--- src/rtl/multi_cycle_controller_pkg.sv ---
// Shared encodings for the multi-cycle RV32I control path.
// States, opcodes and datapath select codes used by controller and datapath.
package multi_cycle_controller_pkg;

  typedef enum logic [3:0] {
    S_FETCH    = 4'd0,
    S_DECODE   = 4'd1,
    S_EXEC_R   = 4'd2,
    S_EXEC_I   = 4'd3,
    S_ALU_WB   = 4'd4,
    S_MEM_ADR  = 4'd5,
    S_MEM_RD   = 4'd6,
    S_MEM_WB   = 4'd7,
    S_MEM_WR   = 4'd8,
    S_BRANCH   = 4'd9,
    S_JAL      = 4'd10,
    S_JAL_LINK = 4'd11,
    S_JAL_PC   = 4'd12,
    S_JALR     = 4'd13,
    S_LUI      = 4'd14,
    S_HALT     = 4'd15
  } state_t;

  localparam logic [6:0] OP_R      = 7'b0110011;
  localparam logic [6:0] OP_I      = 7'b0010011;
  localparam logic [6:0] OP_LOAD   = 7'b0000011;
  localparam logic [6:0] OP_STORE  = 7'b0100011;
  localparam logic [6:0] OP_BRANCH = 7'b1100011;
  localparam logic [6:0] OP_JAL    = 7'b1101111;
  localparam logic [6:0] OP_JALR   = 7'b1100111;
  localparam logic [6:0] OP_LUI    = 7'b0110111;

  localparam logic [2:0] ALU_ADD  = 3'b000;
  localparam logic [2:0] ALU_SUB  = 3'b001;
  localparam logic [2:0] ALU_AND  = 3'b010;
  localparam logic [2:0] ALU_OR   = 3'b011;
  localparam logic [2:0] ALU_SLT  = 3'b100;
  localparam logic [2:0] ALU_XOR  = 3'b101;
  localparam logic [2:0] ALU_SLTU = 3'b110;

  localparam logic [2:0] IMM_I = 3'b000;
  localparam logic [2:0] IMM_S = 3'b001;
  localparam logic [2:0] IMM_B = 3'b010;
  localparam logic [2:0] IMM_J = 3'b011;
  localparam logic [2:0] IMM_U = 3'b100;

  localparam logic [1:0] RES_ALUOUT = 2'b00;
  localparam logic [1:0] RES_MDR    = 2'b01;
  localparam logic [1:0] RES_ALU    = 2'b10;
  localparam logic [1:0] RES_IMM    = 2'b11;

  localparam logic [1:0] SRCA_PC    = 2'b00;
  localparam logic [1:0] SRCA_OLDPC = 2'b01;
  localparam logic [1:0] SRCA_RD1   = 2'b10;

  localparam logic [1:0] SRCB_RD2  = 2'b00;
  localparam logic [1:0] SRCB_IMM  = 2'b01;
  localparam logic [1:0] SRCB_FOUR = 2'b10;

  // Opcode dispatch out of DECODE; unknown opcodes park in HALT.
  function automatic state_t decode_next(input logic [6:0] op);
    state_t s;
    s = S_HALT;
    unique case (1'b1)
      (op == OP_R):      s = S_EXEC_R;
      (op == OP_I):      s = S_EXEC_I;
      (op == OP_LOAD):   s = S_MEM_ADR;
      (op == OP_STORE):  s = S_MEM_ADR;
      (op == OP_BRANCH): s = S_BRANCH;
      (op == OP_JAL):    s = S_JAL;
      (op == OP_JALR):   s = S_JALR;
      (op == OP_LUI):    s = S_LUI;
      default:           s = S_HALT;
    endcase
    return s;
  endfunction

endpackage

--- src/rtl/multi_cycle_controller_alu_decoder.sv ---
// ALU operation decode for R-type and I-type arithmetic.
// Ports: op/func3/func7 in; aluop and illegal (unsupported func3) out.
module alu_decoder
  import multi_cycle_controller_pkg::*;
(
  input  logic [6:0] op,
  input  logic [2:0] func3,
  input  logic [6:0] func7,
  output logic [2:0] aluop,
  output logic       illegal
);

  // Only func7[5] selects SUB; the other bits carry no meaning here.
  logic unused_func7;
  assign unused_func7 = ^{func7[6], func7[4:0]};

  logic is_sub;
  assign is_sub = (op == OP_R) && func7[5];

  always_comb begin
    aluop   = ALU_ADD;
    illegal = 1'b0;
    unique case (func3)
      3'b000:  aluop = is_sub ? ALU_SUB : ALU_ADD;
      3'b111:  aluop = ALU_AND;
      3'b110:  aluop = ALU_OR;
      3'b010:  aluop = ALU_SLT;
      3'b100:  aluop = ALU_XOR;
      3'b011:  aluop = ALU_SLTU;
      default: illegal = 1'b1;
    endcase
  end

endmodule

--- src/rtl/multi_cycle_controller.sv ---
// Control FSM for the multi-cycle RV32I datapath.
// Ports: clk, rst (sync, active-low), op/func3/func7/zero in; datapath controls out.
module multi_cycle_controller
  import multi_cycle_controller_pkg::*;
#(
  parameter logic [3:0] RESET_STATE = 4'd0
) (
  input  logic       clk,
  input  logic       rst,
  input  logic [6:0] op,
  input  logic [2:0] func3,
  input  logic [6:0] func7,
  input  logic       zero,
  output logic       pcwrite,
  output logic       adrsel,
  output logic       wedata,
  output logic       irwrite,
  output logic       wereg,
  output logic [1:0] resultsel,
  output logic [1:0] alusela,
  output logic [1:0] aluselb,
  output logic [2:0] extend_func,
  output logic [2:0] aluop,
  output logic       halted
);

  state_t state;
  state_t next;

  logic [2:0] dec_aluop;
  logic       dec_illegal;

  alu_decoder u_alu_dec (
    .op      (op),
    .func3   (func3),
    .func7   (func7),
    .aluop   (dec_aluop),
    .illegal (dec_illegal)
  );

  logic       is_load;
  logic       mem_ok;
  logic [2:0] br_aluop;
  logic       br_taken;
  logic       br_illegal;

  assign is_load = (op == OP_LOAD);
  assign mem_ok  = (func3 == 3'b010);

  // blt/bge run SLT: zero=0 means the SLT result was 1 (less-than).
  always_comb begin
    br_aluop   = ALU_ADD;
    br_taken   = 1'b0;
    br_illegal = 1'b0;
    unique case (func3)
      3'b000: begin
        br_aluop = ALU_SUB;
        br_taken = zero;
      end
      3'b001: begin
        br_aluop = ALU_SUB;
        br_taken = !zero;
      end
      3'b100: begin
        br_aluop = ALU_SLT;
        br_taken = !zero;
      end
      3'b101: begin
        br_aluop = ALU_SLT;
        br_taken = zero;
      end
      default: br_illegal = 1'b1;
    endcase
  end

  always_comb begin
    next = state;
    unique case (state)
      S_FETCH:    next = S_DECODE;
      S_DECODE:   next = decode_next(op);
      S_EXEC_R:   next = dec_illegal ? S_HALT : S_ALU_WB;
      S_EXEC_I:   next = dec_illegal ? S_HALT : S_ALU_WB;
      S_ALU_WB:   next = S_FETCH;
      S_MEM_ADR: begin
        if (!mem_ok)      next = S_HALT;
        else if (is_load) next = S_MEM_RD;
        else              next = S_MEM_WR;
      end
      S_MEM_RD:   next = S_MEM_WB;
      S_MEM_WB:   next = S_FETCH;
      S_MEM_WR:   next = S_FETCH;
      S_BRANCH:   next = br_illegal ? S_HALT : S_FETCH;
      S_JAL:      next = S_JAL_LINK;
      S_JALR:     next = S_JAL_LINK;
      S_JAL_LINK: next = S_JAL_PC;
      S_JAL_PC:   next = S_FETCH;
      S_LUI:      next = S_FETCH;
      S_HALT:     next = S_HALT;
      default:    next = S_HALT;
    endcase
  end

  always_ff @(posedge clk) begin
    if (!rst) state <= state_t'(RESET_STATE);
    else      state <= next;
  end

  // Outputs decode from state only (plus instruction fields and zero),
  // so a reset edge takes effect on all enables immediately.
  always_comb begin
    pcwrite     = 1'b0;
    adrsel      = 1'b0;
    wedata      = 1'b0;
    irwrite     = 1'b0;
    wereg       = 1'b0;
    resultsel   = RES_ALUOUT;
    alusela     = SRCA_PC;
    aluselb     = SRCB_RD2;
    extend_func = IMM_I;
    aluop       = ALU_ADD;
    halted      = 1'b0;
    unique case (state)
      S_FETCH: begin
        irwrite   = 1'b1;
        aluselb   = SRCB_FOUR;
        resultsel = RES_ALU;
        pcwrite   = 1'b1;
      end
      S_DECODE: begin
        alusela     = SRCA_OLDPC;
        aluselb     = SRCB_IMM;
        extend_func = IMM_B;
      end
      S_EXEC_R: begin
        alusela = SRCA_RD1;
        aluop   = dec_aluop;
      end
      S_EXEC_I: begin
        alusela = SRCA_RD1;
        aluselb = SRCB_IMM;
        aluop   = dec_aluop;
      end
      S_ALU_WB: wereg = 1'b1;
      S_MEM_ADR: begin
        alusela     = SRCA_RD1;
        aluselb     = SRCB_IMM;
        extend_func = is_load ? IMM_I : IMM_S;
      end
      S_MEM_RD: adrsel = 1'b1;
      S_MEM_WB: begin
        resultsel = RES_MDR;
        wereg     = 1'b1;
      end
      S_MEM_WR: begin
        adrsel = 1'b1;
        wedata = 1'b1;
      end
      S_BRANCH: begin
        alusela = SRCA_RD1;
        aluop   = br_aluop;
        pcwrite = br_taken && !br_illegal;
      end
      // Target goes to ALUOut first; link and PC update follow.
      S_JAL: begin
        alusela     = SRCA_OLDPC;
        aluselb     = SRCB_IMM;
        extend_func = IMM_J;
      end
      S_JALR: begin
        alusela = SRCA_RD1;
        aluselb = SRCB_IMM;
      end
      S_JAL_LINK: begin
        alusela   = SRCA_OLDPC;
        aluselb   = SRCB_FOUR;
        resultsel = RES_ALU;
        wereg     = 1'b1;
      end
      S_JAL_PC: pcwrite = 1'b1;
      S_LUI: begin
        extend_func = IMM_U;
        resultsel   = RES_IMM;
        wereg       = 1'b1;
      end
      S_HALT: halted = 1'b1;
      default: halted = 1'b1;
    endcase
  end

endmodule

--- config.mk ---
export PLATFORM = sky130hd
export DESIGN_NAME = multi_cycle_controller
export DESIGN_NICKNAME = d
export VERILOG_FILES = /design/src/rtl/multi_cycle_controller_pkg.sv /design/src/rtl/multi_cycle_controller_alu_decoder.sv /design/src/rtl/multi_cycle_controller.sv
export SDC_FILE = /design/constraint.sdc
export NUM_CORES = 1
export LEC_CHECK = 0
export CORE_MARGIN = 4
export CORE_UTILIZATION = 42
export CTS_CLUSTER_SIZE = 30
export DETAILED_ROUTE_END_ITERATION = 8
export GPL_TIMING_DRIVEN = 0
export MAX_ROUTING_LAYER = met4
export PLACE_DENSITY = 0.85
export SETUP_SLACK_MARGIN = 0.15
export SLEW_MARGIN = 20
export SYNTH_ARGS = -nofsm -noshare
export SYNTH_HDL_FRONTEND = slang
export SYNTH_HIERARCHICAL = 1
export SYNTH_SLANG_ARGS = --single-unit
--- constraint.sdc ---
create_clock -name clk -period 3.9 [get_ports clk]
set_input_delay 0.78 -clock clk [delete_from_list [all_inputs] [get_ports clk]]
set_output_delay 0.78 -clock clk [all_outputs]
set_load 0.05 [all_outputs]
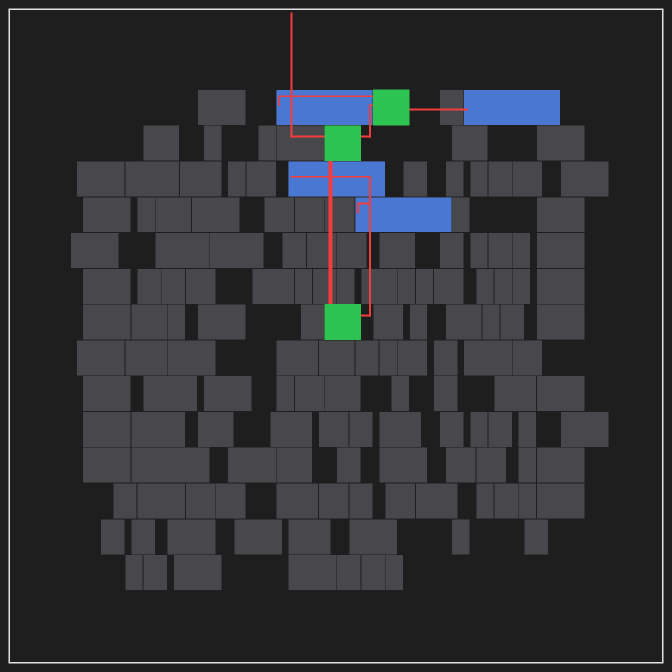
Fig. 1. Clock network drawn from the DEF.
legend:
  clock drivers:
    colour: green
    count: 3
  clock wires:
    colour: red
    length: 66.8 um
  flip-flops:
    colour: blue
    count: 4
routed clock nets: 4
flops lie: top centre

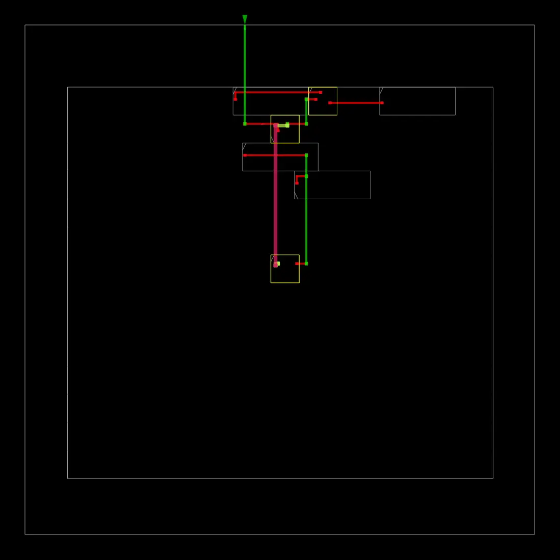
Fig. 2. Clock nets.
CTS Buf Count: 3
Sink Count: 4
Clk Latency, worst-skew pair: 0.23 ns
Flops: 4

==> Slide: Implementation Results <==
Implementation Results

Run status
  – Status: complete, no violations

Drt
  – Met3 wire len: between 150 and 200 um
  – DR vias/cell: a little under 6
  – Initial DRT Pass Iterations: 4
  – DRT Wirelength: ~2200 um
  – Wl on met1: a little under 900 um
  – Wire length per cell: 13.41 um

GRT
  – Met3 usage: 1.506%
  – GRT overflow: 0
  – Global routing's busiest layer: met2
  – Initial antenna violation count: 0
  – Met1 Use GR: between 10% and 20%
  – Largest net degree at the start of global routing: 11
  – GRT Util Overall: roughly 18%

Die
  – Die area: 2457 um^2
  – Std-Cell Rows: 14
  – I/O Pins: 38
  – Die height: slightly below 50 um
  – DIE WIDTH: 49.57 um

Placement
  – Placed Cells: about 160
  – Pre-CTS setup slack: 0.2680 ns
  – Placed instance area: ~1100 um^2
  – Hpwl dp: approximately 1700 um
  – Port Buffer Count: 31
  – Routability Congestion: 0.9420

Synthesis
  – And+or+nand+nor area frac: 44.31%
  – Commonest flop: dfxtp_1
  – Mapped Cells: around 110
  – Synth Area in Compound Gates: 33.10%
  – Dominant kind of combinational cell: simple AND/OR/NAND/NOR gates
  – Yosys cell count: approximately 110
  – Area fraction in xor and xnor cells: 2.414%
  – Post-synth area from yosys stat: 725.7 um^2
  – Top cells, area: dfxtp_1 11%, nand2b_1 6.9%, nor2_1 6.7%, o21ai_0 6.2%, nand2_1 4.7%
  – Unique cell types: 44
  – Mapped cell area: about 730 um^2
  – Syn avg cell area: roughly 6.5 um^2

Cells and area
  – Dominant logic cell type in the layout: clkdlybuf4s50_1
  – Largest Register: state
  – Fin cells: roughly 160
  – Biggest regs: state: 4 flops
  – ANT cells: 0

Setup path
  – Max FO, Critical Path: 8
  – Worst EP required: 3.12 ns
  – RR Startpoint: state[3]$_SDFF_PN0_
  – Crit-path cells: clkdlybuf4s50_1, nand4b_1, o41ai_2, nand3_1, o21ai_1, clkdlybuf4s50_1
  – Crit. End Element: output pin
  – Crit path depth: 6
  – Critical R2R Capture: state[1]$_SDFF_PN0_
  – Kind of critical path: in2out
  – Buffers & Inverters on Critical Path: 2
  – Top delay family on crit path: buffers and inverters

Hold path
  – WHS Path Cells: 3
  – Hold Path Class: reg2reg
  – Hold Startpoint: state[0]$_SDFF_PN0_

Timing
  – Max Clock Freq: 275.6 MHz
  – # setup viols final: 0
  – Worst hold margin: between 0.8 and 0.9 ns
  – Slew Limit Fails: 0
  – Setup TNS: 0 ns
  – Clock skew: 0.001486 ns
  – Endpoints failing hold: 0

Clock network
  – Clk buf depth: 2
  – Post-cts resize count: 0
==> cell type report <==
cell class	instances	area, um^2
repair buffers	31	310.3
multi-input cells	96	600.6
clock buffers	3	22.52
well taps	16	20.02
plain buffers	6	26.28
flip-flops and latches	4	80.08
fillers	148	498.0
inverters	5	18.77
==> tightest hold or removal path, cell delays in order, from the launching register on <==
cell	delay (ns)
dfxtp_1	0.36
and2b_1	0.22
nand3_1	0.09
a31oi_1	0.09
